**config.mk**
```make
export PLATFORM = sky130hd
export DESIGN_NAME = ram_stream_reader
export DESIGN_NICKNAME = d
export VERILOG_FILES = /design/src/rtl/ram_pkg.sv /design/src/rtl/stream_fifo2.sv /design/src/rtl/ram_stream_reader.sv
export SDC_FILE = /design/constraint.sdc
export NUM_CORES = 1
export LEC_CHECK = 0
export CAP_MARGIN = 20
export CORE_MARGIN = 1
export CORE_UTILIZATION = 45
export DETAILED_ROUTE_END_ITERATION = 8
export PLACE_DENSITY = 0.7
export REMOVE_ABC_BUFFERS = 1
export SLEW_MARGIN = 10
export SYNTH_ARGS = -nofsm -noshare
export SYNTH_HDL_FRONTEND = slang
export SYNTH_SLANG_ARGS = --single-unit
```
**constraint.sdc**
```tcl
create_clock -name clk -period 3.8 [get_ports clk]
set_clock_uncertainty 0.2 [all_clocks]
set_input_delay 1.14 -clock clk [delete_from_list [all_inputs] [get_ports clk]]
set_output_delay 1.14 -clock clk [all_outputs]
set_load 0.05 [all_outputs]
```
**src/rtl/ram_pkg.sv**
```systemverilog
// ram_pkg: shared constants and types for the RAM stream reader.
//   RAM_DEPTH_DEFAULT / RAM_WIDTH_DEFAULT : default source RAM geometry
//   reader_state_t                        : reader control states
//   fifo_occupancy()                      : entry count from full/empty flags
package ram_pkg;

    localparam int RAM_DEPTH_DEFAULT = 256;
    localparam int RAM_WIDTH_DEFAULT = 32;

    typedef enum logic [1:0] {
        ST_IDLE   = 2'd0,
        ST_STREAM = 2'd1,
        ST_DRAIN  = 2'd2
    } reader_state_t;

    // A 2-entry buffer holds 0, 1 or 2 words; derive the count from its flags.
    function automatic logic [2:0] fifo_occupancy(input logic full, input logic empty);
        logic [2:0] occ;
        if (full) begin
            occ = 3'd2;
        end else if (empty) begin
            occ = 3'd0;
        end else begin
            occ = 3'd1;
        end
        return occ;
    endfunction

endpackage

```
**src/rtl/stream_fifo2.sv**
```systemverilog
// stream_fifo2: two-entry first-word-fall-through buffer with a registered head.
//   clk, reset           : clock, synchronous active-high reset
//   push, push_data      : write one word
//   pop                  : remove the head word (ignored when empty)
//   full, empty          : occupancy flags
//   head                 : oldest stored word, held stable until popped
module stream_fifo2 #(
    parameter int WIDTH = 32
) (
    input  logic             clk,
    input  logic             reset,
    input  logic             push,
    input  logic [WIDTH-1:0] push_data,
    input  logic             pop,
    output logic             full,
    output logic             empty,
    output logic [WIDTH-1:0] head
);

    logic [WIDTH-1:0] r_head;
    logic [WIDTH-1:0] r_tail;
    logic [1:0]       r_count;
    logic             w_pop_ok;
    logic             w_push_ok;

    assign w_pop_ok  = pop && (r_count != 2'd0);
    // A push into a full buffer is only legal when the head leaves in the same cycle.
    assign w_push_ok = push && ((r_count != 2'd2) || w_pop_ok);

    assign full  = (r_count == 2'd2);
    assign empty = (r_count == 2'd0);
    assign head  = r_head;

    // Storage update: head always holds the oldest word, tail the younger one.
    always_ff @(posedge clk) begin
        if (reset) begin
            r_head  <= '0;
            r_tail  <= '0;
            r_count <= 2'd0;
        end else begin
            case ({w_push_ok, w_pop_ok})
                2'b10: begin
                    if (r_count == 2'd0) begin
                        r_head <= push_data;
                    end else begin
                        r_tail <= push_data;
                    end
                    r_count <= r_count + 2'd1;
                end
                2'b01: begin
                    if (r_count == 2'd2) begin
                        r_head <= r_tail;
                    end
                    r_count <= r_count - 2'd1;
                end
                2'b11: begin
                    // Simultaneous write and pop: occupancy unchanged, queue shifts.
                    if (r_count == 2'd1) begin
                        r_head <= push_data;
                    end else begin
                        r_head <= r_tail;
                        r_tail <= push_data;
                    end
                end
                default: begin
                    r_count <= r_count;
                end
            endcase
        end
    end

endmodule

```
**src/rtl/ram_stream_reader.sv**
```systemverilog
// ram_stream_reader: reads a burst of consecutive (wrapping) words from a
// synchronous-read RAM and presents them on a valid/ready stream.
//   clk, reset            : clock, synchronous active-high reset
//   start, base_addr,
//   length                : burst request (sampled only when idle)
//   rd_address, read_data : RAM read port (data returns one cycle after address)
//   m_data, m_valid,
//   m_ready               : output stream
//   busy, done            : burst in progress / final word transferred
//   m_last                : final-word marker, present only with STREAM_LAST_EN
// Optional feature macro: STREAM_LAST_EN
//
// A read is "issued" in the cycle its address sits on rd_address; the data is
// pushed into the output buffer at the end of the following cycle.
module ram_stream_reader
    import ram_pkg::*;
#(
    parameter  int MEM_DEPTH = RAM_DEPTH_DEFAULT,
    parameter  int MEM_WIDTH = RAM_WIDTH_DEFAULT,
    localparam int AW        = $clog2(MEM_DEPTH),
    localparam int LW        = AW + 1
) (
    input  logic                 clk,
    input  logic                 reset,
    input  logic                 start,
    input  logic [AW-1:0]        base_addr,
    input  logic [LW-1:0]        length,
    output logic [AW-1:0]        rd_address,
    input  logic [MEM_WIDTH-1:0] read_data,
    output logic [MEM_WIDTH-1:0] m_data,
    output logic                 m_valid,
    input  logic                 m_ready,
    output logic                 busy,
    output logic                 done
`ifdef STREAM_LAST_EN
    ,
    output logic                 m_last
`endif
);

    localparam logic [AW-1:0] ADDR_LAST = AW'(MEM_DEPTH - 1);

    reader_state_t        r_state;
    logic [AW-1:0]        r_addr;
    logic [LW-1:0]        r_len;
    logic [LW-1:0]        r_issue_cnt;
    logic [LW-1:0]        r_out_cnt;
    logic                 r_inflight;
    logic                 r_busy;
    logic                 r_done_zero;

    logic                 w_full;
    logic                 w_empty;
    logic [MEM_WIDTH-1:0] w_head;
    logic                 w_pop;
    logic [2:0]           w_pending;
    logic                 w_issue;
    logic                 w_last_xfer;

    stream_fifo2 #(
        .WIDTH (MEM_WIDTH)
    ) u_fifo (
        .clk       (clk),
        .reset     (reset),
        .push      (r_inflight),
        .push_data (read_data),
        .pop       (w_pop),
        .full      (w_full),
        .empty     (w_empty),
        .head      (w_head)
    );

    assign m_valid    = !w_empty;
    assign m_data     = w_head;
    assign rd_address = r_addr;
    assign busy       = r_busy;
    assign w_pop      = m_valid && m_ready;
    assign done       = r_done_zero || w_last_xfer;

`ifdef STREAM_LAST_EN
    assign m_last = m_valid && (r_out_cnt == (r_len - LW'(1)));
`endif

    // Issue gating: buffered words plus the read in flight, less this cycle's
    // pop, must leave room so that returning data is never dropped.
    always_comb begin
        w_pending   = fifo_occupancy(w_full, w_empty) + {2'b00, r_inflight};
        w_issue     = 1'b0;
        w_last_xfer = 1'b0;
        if ((r_state == ST_STREAM) && (r_issue_cnt != r_len)) begin
            if (w_pending < (3'd2 + {2'b00, w_pop})) begin
                w_issue = 1'b1;
            end else begin
                w_issue = 1'b0;
            end
        end else begin
            w_issue = 1'b0;
        end
        if ((r_state == ST_DRAIN) && w_pop && (r_out_cnt == (r_len - LW'(1)))) begin
            w_last_xfer = 1'b1;
        end else begin
            w_last_xfer = 1'b0;
        end
    end

    // Control FSM, address generator and burst counters.
    always_ff @(posedge clk) begin
        if (reset) begin
            r_state     <= ST_IDLE;
            r_addr      <= '0;
            r_len       <= '0;
            r_issue_cnt <= '0;
            r_out_cnt   <= '0;
            r_inflight  <= 1'b0;
            r_busy      <= 1'b0;
            r_done_zero <= 1'b0;
        end else begin
            r_done_zero <= 1'b0;
            r_inflight  <= w_issue;
            if (w_pop) begin
                r_out_cnt <= r_out_cnt + LW'(1);
            end
            if (w_issue) begin
                r_addr      <= (r_addr == ADDR_LAST) ? '0 : (r_addr + AW'(1));
                r_issue_cnt <= r_issue_cnt + LW'(1);
            end
            case (r_state)
                ST_IDLE: begin
                    if (start) begin
                        if (length == '0) begin
                            // Empty burst: acknowledge without touching the RAM.
                            r_done_zero <= 1'b1;
                        end else begin
                            r_state     <= ST_STREAM;
                            r_busy      <= 1'b1;
                            r_len       <= length;
                            r_addr      <= base_addr;
                            r_issue_cnt <= '0;
                            r_out_cnt   <= '0;
                        end
                    end
                end
                ST_STREAM: begin
                    if (w_issue && ((r_issue_cnt + LW'(1)) == r_len)) begin
                        r_state <= ST_DRAIN;
                    end
                end
                ST_DRAIN: begin
                    if (w_last_xfer) begin
                        r_state <= ST_IDLE;
                        r_busy  <= 1'b0;
                    end
                end
                default: begin
                    r_state <= ST_IDLE;
                    r_busy  <= 1'b0;
                end
            endcase
        end
    end

endmodule
```
run_1/congestion_map.png
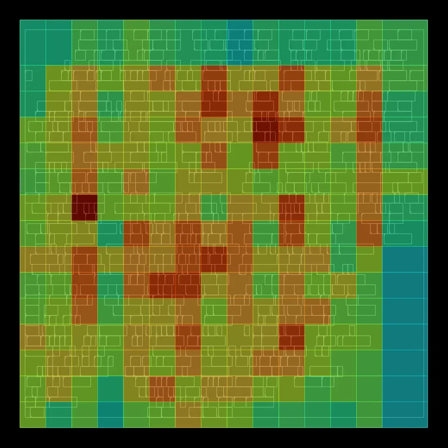
Avg WL per Cell: 14.6 um
routing usage on met1: 27.7%
fin util: 59.7%

run_1/clock_wires.png
Scale: 6 px per um.
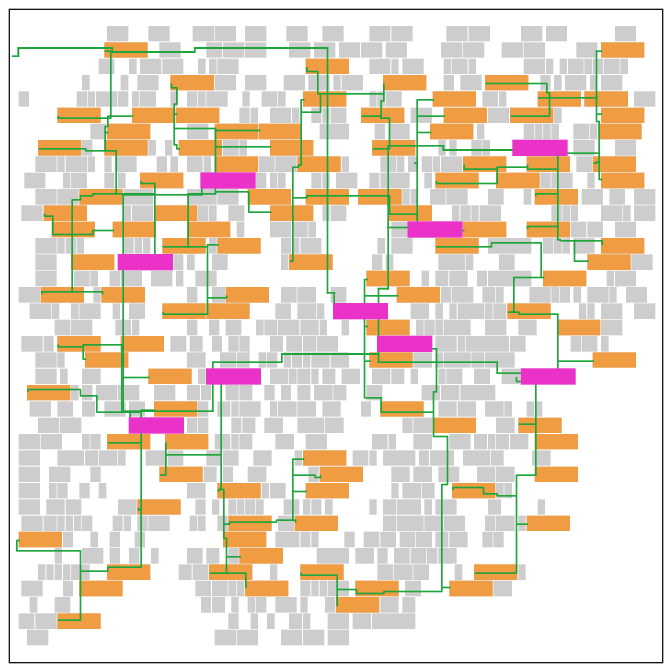
[clock-net drivers] magenta | count: 9
[clock wires] green | length: 1270 um
[flip-flops] orange | count: 106
flops lie	all over the die
routed clock nets	10
Clk. pwr: 0.000905 W
Late-Pin Clk Latency: 340 ps
Clk pwr share: 22.5%

==> changes_impl.md, run 1 <==
### Metrics

- Run status: completed
- RSZ-0062 raised after global routing: false
- Vias post-DR: ~4.6k
- Tool Warnings: 27
- Worst rel slew slack: a little over 60%
- Post-DP Area: 6250 um2
- Diode count: 0
- Area reported by Yosys stat: 5120 um2
- Async S/R FF share, synth: 0%
- Hold_buf cts: 0
- Hold WS: about 260 ps
- Registers: 106
- Largest net degree at the start of global routing: ~65
- Post-synthesis cell area: 5120 um2
- 1st-pass router iterations: 4
- Most frequent cells in the layout: dfxtp_1 (106), nand2_1 (95), clkdlybuf4s50_1 (92)
- Hold crit path type: flip-flop to flip-flop
- DRC violations left: 0
- Worst Reg2Reg Path Length in Cells: 7
- First-pass GRT wire length: approximately 21000 um
- Worst setup margin: between 100 and 150 ps
- Post-synth top flop: dfxtp_1
- Yosys cell count: 618
- NetSw: 0.00162 W
- Setup TNS: 0 ps
- Hold depth: 2
- Die H: around 110 um
- Hold endpoint: u_fifo.r_tail[18]
- GPL Wtd Cong: approximately 0.86
- Distinct lib cells: 57
- EDFF count, synth: 0
run_1/floorplan.png
Scale: 3 px per um. Pins as bars on the die edge.
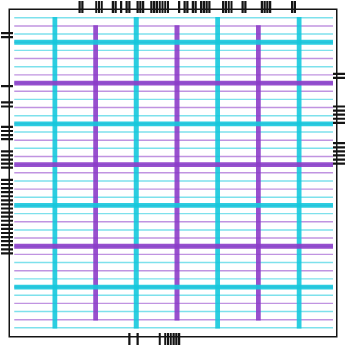
net	colour
VDD	purple
VSS	cyan
met1 rails	39
signal pins	96

## run 1: flip-flops by register name, indices dropped and copies added, names as in the netlist
signal          flops
r_len               9
r_inflight          1
u_fifo.head        32
r_state             2
r_issue_cnt         9
u_fifo.r_count      2
rd_address          8
r_out_cnt           9
r_done_zero         1
u_fifo.r_tail      32
busy                1
## run 1: kinds of logic after synthesis
family | Yosys count | share of synthesized area [%]
compound gates | 136 | 17.6
xor+xnor | 29 | 4.96
fa+ha+maj | 8 | 1.96
buf+inv | 59 | 4.79
flops | 106 | 41.4
mux | 39 | 7.62
simple gates | 241 | 21.6
## run 1: critical path, cell delays in order (launching register included)
cell      delay, ps
dfxtp_1         310
or4_4           570
or3_2           460
o211ai_1        190
o2111a_2        240
or2_4           120
buf_12          120
run_1/class_map.png
Scale: 4 px per um. Fill, decap, tap and diode cells in grey.
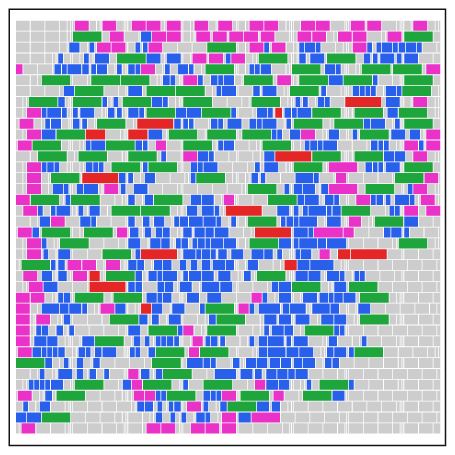

==> run 2, diff against run 1 <==
--- a/config.mk
+++ b/config.mk
@@ -6,7 +6,7 @@
 export NUM_CORES = 1
 export LEC_CHECK = 0
 export CAP_MARGIN = 20
-export CORE_MARGIN = 1
+export CORE_MARGIN = 2
 export CORE_UTILIZATION = 45
 export DETAILED_ROUTE_END_ITERATION = 8
 export PLACE_DENSITY = 0.7
run_2/class_map.png
Scale: 4 px per um. Fill, decap, tap and diode cells in grey.
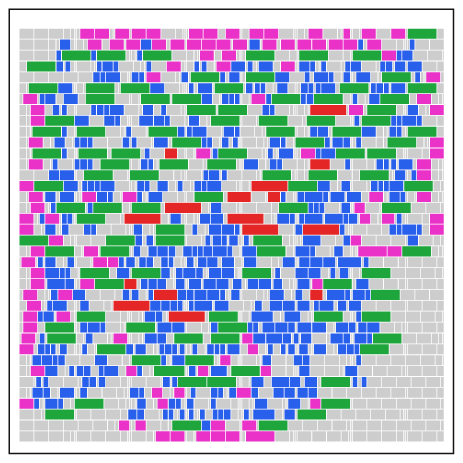
class	colour	cells	share of their area
remaining buffers and delay cells	magenta	113	17%
clock drivers and dummy loads	red	16	4.8%
sequential cells	green	106	33%
remaining logic cells	blue	465	44%

==> run 2 against run 1 <==
Net effect: the run now ends with setup timing left; wire length is 3.1% higher; hold slack worse by 0.88 ps; first-iteration DRC count is 28% lower; critical endpoint unchanged.
==> changes_impl.md, run 2 <==
### Metrics

- Largest net degree at the start of global routing: 68 (+4.6%)
- Clk pwr share: 23.1% (+0.6 points)
- Worst rel slew slack: 51.7% (-11 points)
- RSZ-0062 raised after global routing: true
- CP Launch Point: r_len[4]
- Hold endpoint: u_fifo.r_tail[4]
- Fin util: 59.5% (-0.25 points)
- Critical-path cell with the highest stage delay: or4_4
- Worst Reg2Reg Path Length in Cells: 8 (+1)
- Yosys cell count: 618 (unchanged)
- Hold WS: 255 ps (-0.883 ps)
- Run status: complete, but fails checks
- 1st-pass router iterations: 4 (unchanged)
- Routing usage on met1: 26.6% (-1.0 points)
- CP max stage delay: 530 ps (-40 ps)
- Kind of critical path: flip-flop to primary output
- EDFF count, synth: 0 (unchanged)
- Met3 WL: 501 um
- Tool Warnings: 28 (+3.7%)
- Cell Count, Final, Fillers Out: 840
- GPL Wtd Cong: 0.837 (-2.7%)
- Late-Pin Clk Latency: 340 ps (about the same)
- Post-synth top flop: dfxtp_1
- Hold depth: 2 (unchanged)
- Hold crit path type: flip-flop to flip-flop
- Diode count: 0 (unchanged)
- Total core area: about 11000 um2
- First-pass GRT wire length: 21200 um (+3.2%)
- Final setup violation count: 1
- Area reported by Yosys stat: 5120 um2 (unchanged)
- Cell family with most CP delay: simple AND/OR/NAND/NOR gates
- Iter 0 DRT Violations: 257
- WP buf/inv: 1 (unchanged)
- Vias post-DR: 4659 (+0.95%)
- Failing checks: setup timing
- Post-synthesis cell area: 5120 um2 (unchanged)
- Setup TNS: -2.82 ps (-2.82 ps)
- Worst setup margin: -2.82 ps (-104 ps)
- Clk. pwr: 0.000930 W (+2.8%)
- Number of cells on the critical path: 6 (unchanged)
- Async S/R FF share, synth: 0% (unchanged)
- NetSw: 0.00164 W (+1.4%)
- Most frequent cells in the layout: dfxtp_1 (105), nand2_1 (95), clkdlybuf4s50_1 (92)
- Critical path, cell by cell: or4_4 -> or3_1 -> a222oi_1 -> o2111a_2 -> or2_4 -> buf_12
- Die H: 111 um (+1.8%)
- Hold_buf cts: 0 (unchanged)
run_2/clock_wires.png
Scale: 4 px per um.
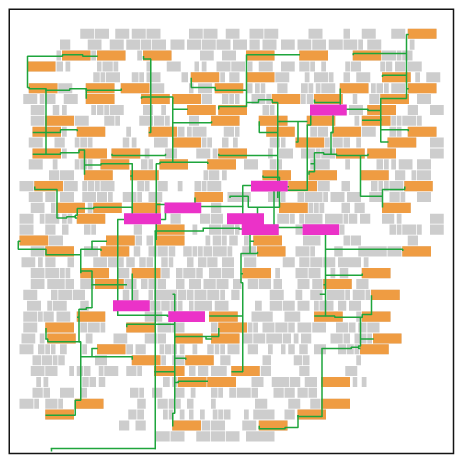
[flip-flops] orange | count: 106
[clock-net drivers] magenta | count: 9
[clock wires] green | length: 1230 um
flops lie	all over the die
routed clock nets	10

## run 2: final cells by class
| class | instances | area, um2 | share of cell area (%) |
|---|---|---|---|
| Clock inverter | 6 | 67.6 | 1.03 |
| Tap cell | 140 | 175 | 2.68 |
| Inverter | 12 | 45.0 | 0.690 |
| Clock buffer | 10 | 239 | 3.66 |
| Timing Repair Buffer | 113 | 1100 | 16.9 |
| Multi-Input combinational cell | 453 | 2780 | 42.5 |
| Sequential cell | 106 | 2120 | 32.5 |
## run 2: kinds of logic after synthesis
kind of cell,after synthesis,share of synthesized area [%]
compound gates,136,17.6
xor+xnor,29,4.96
mux,39,7.62
flops,106,41.4
buf+inv,59,4.79
fa+ha+maj,8,1.96
simple gates,241,21.6
No activity file was given, so power comes from the tool's default toggle rates.
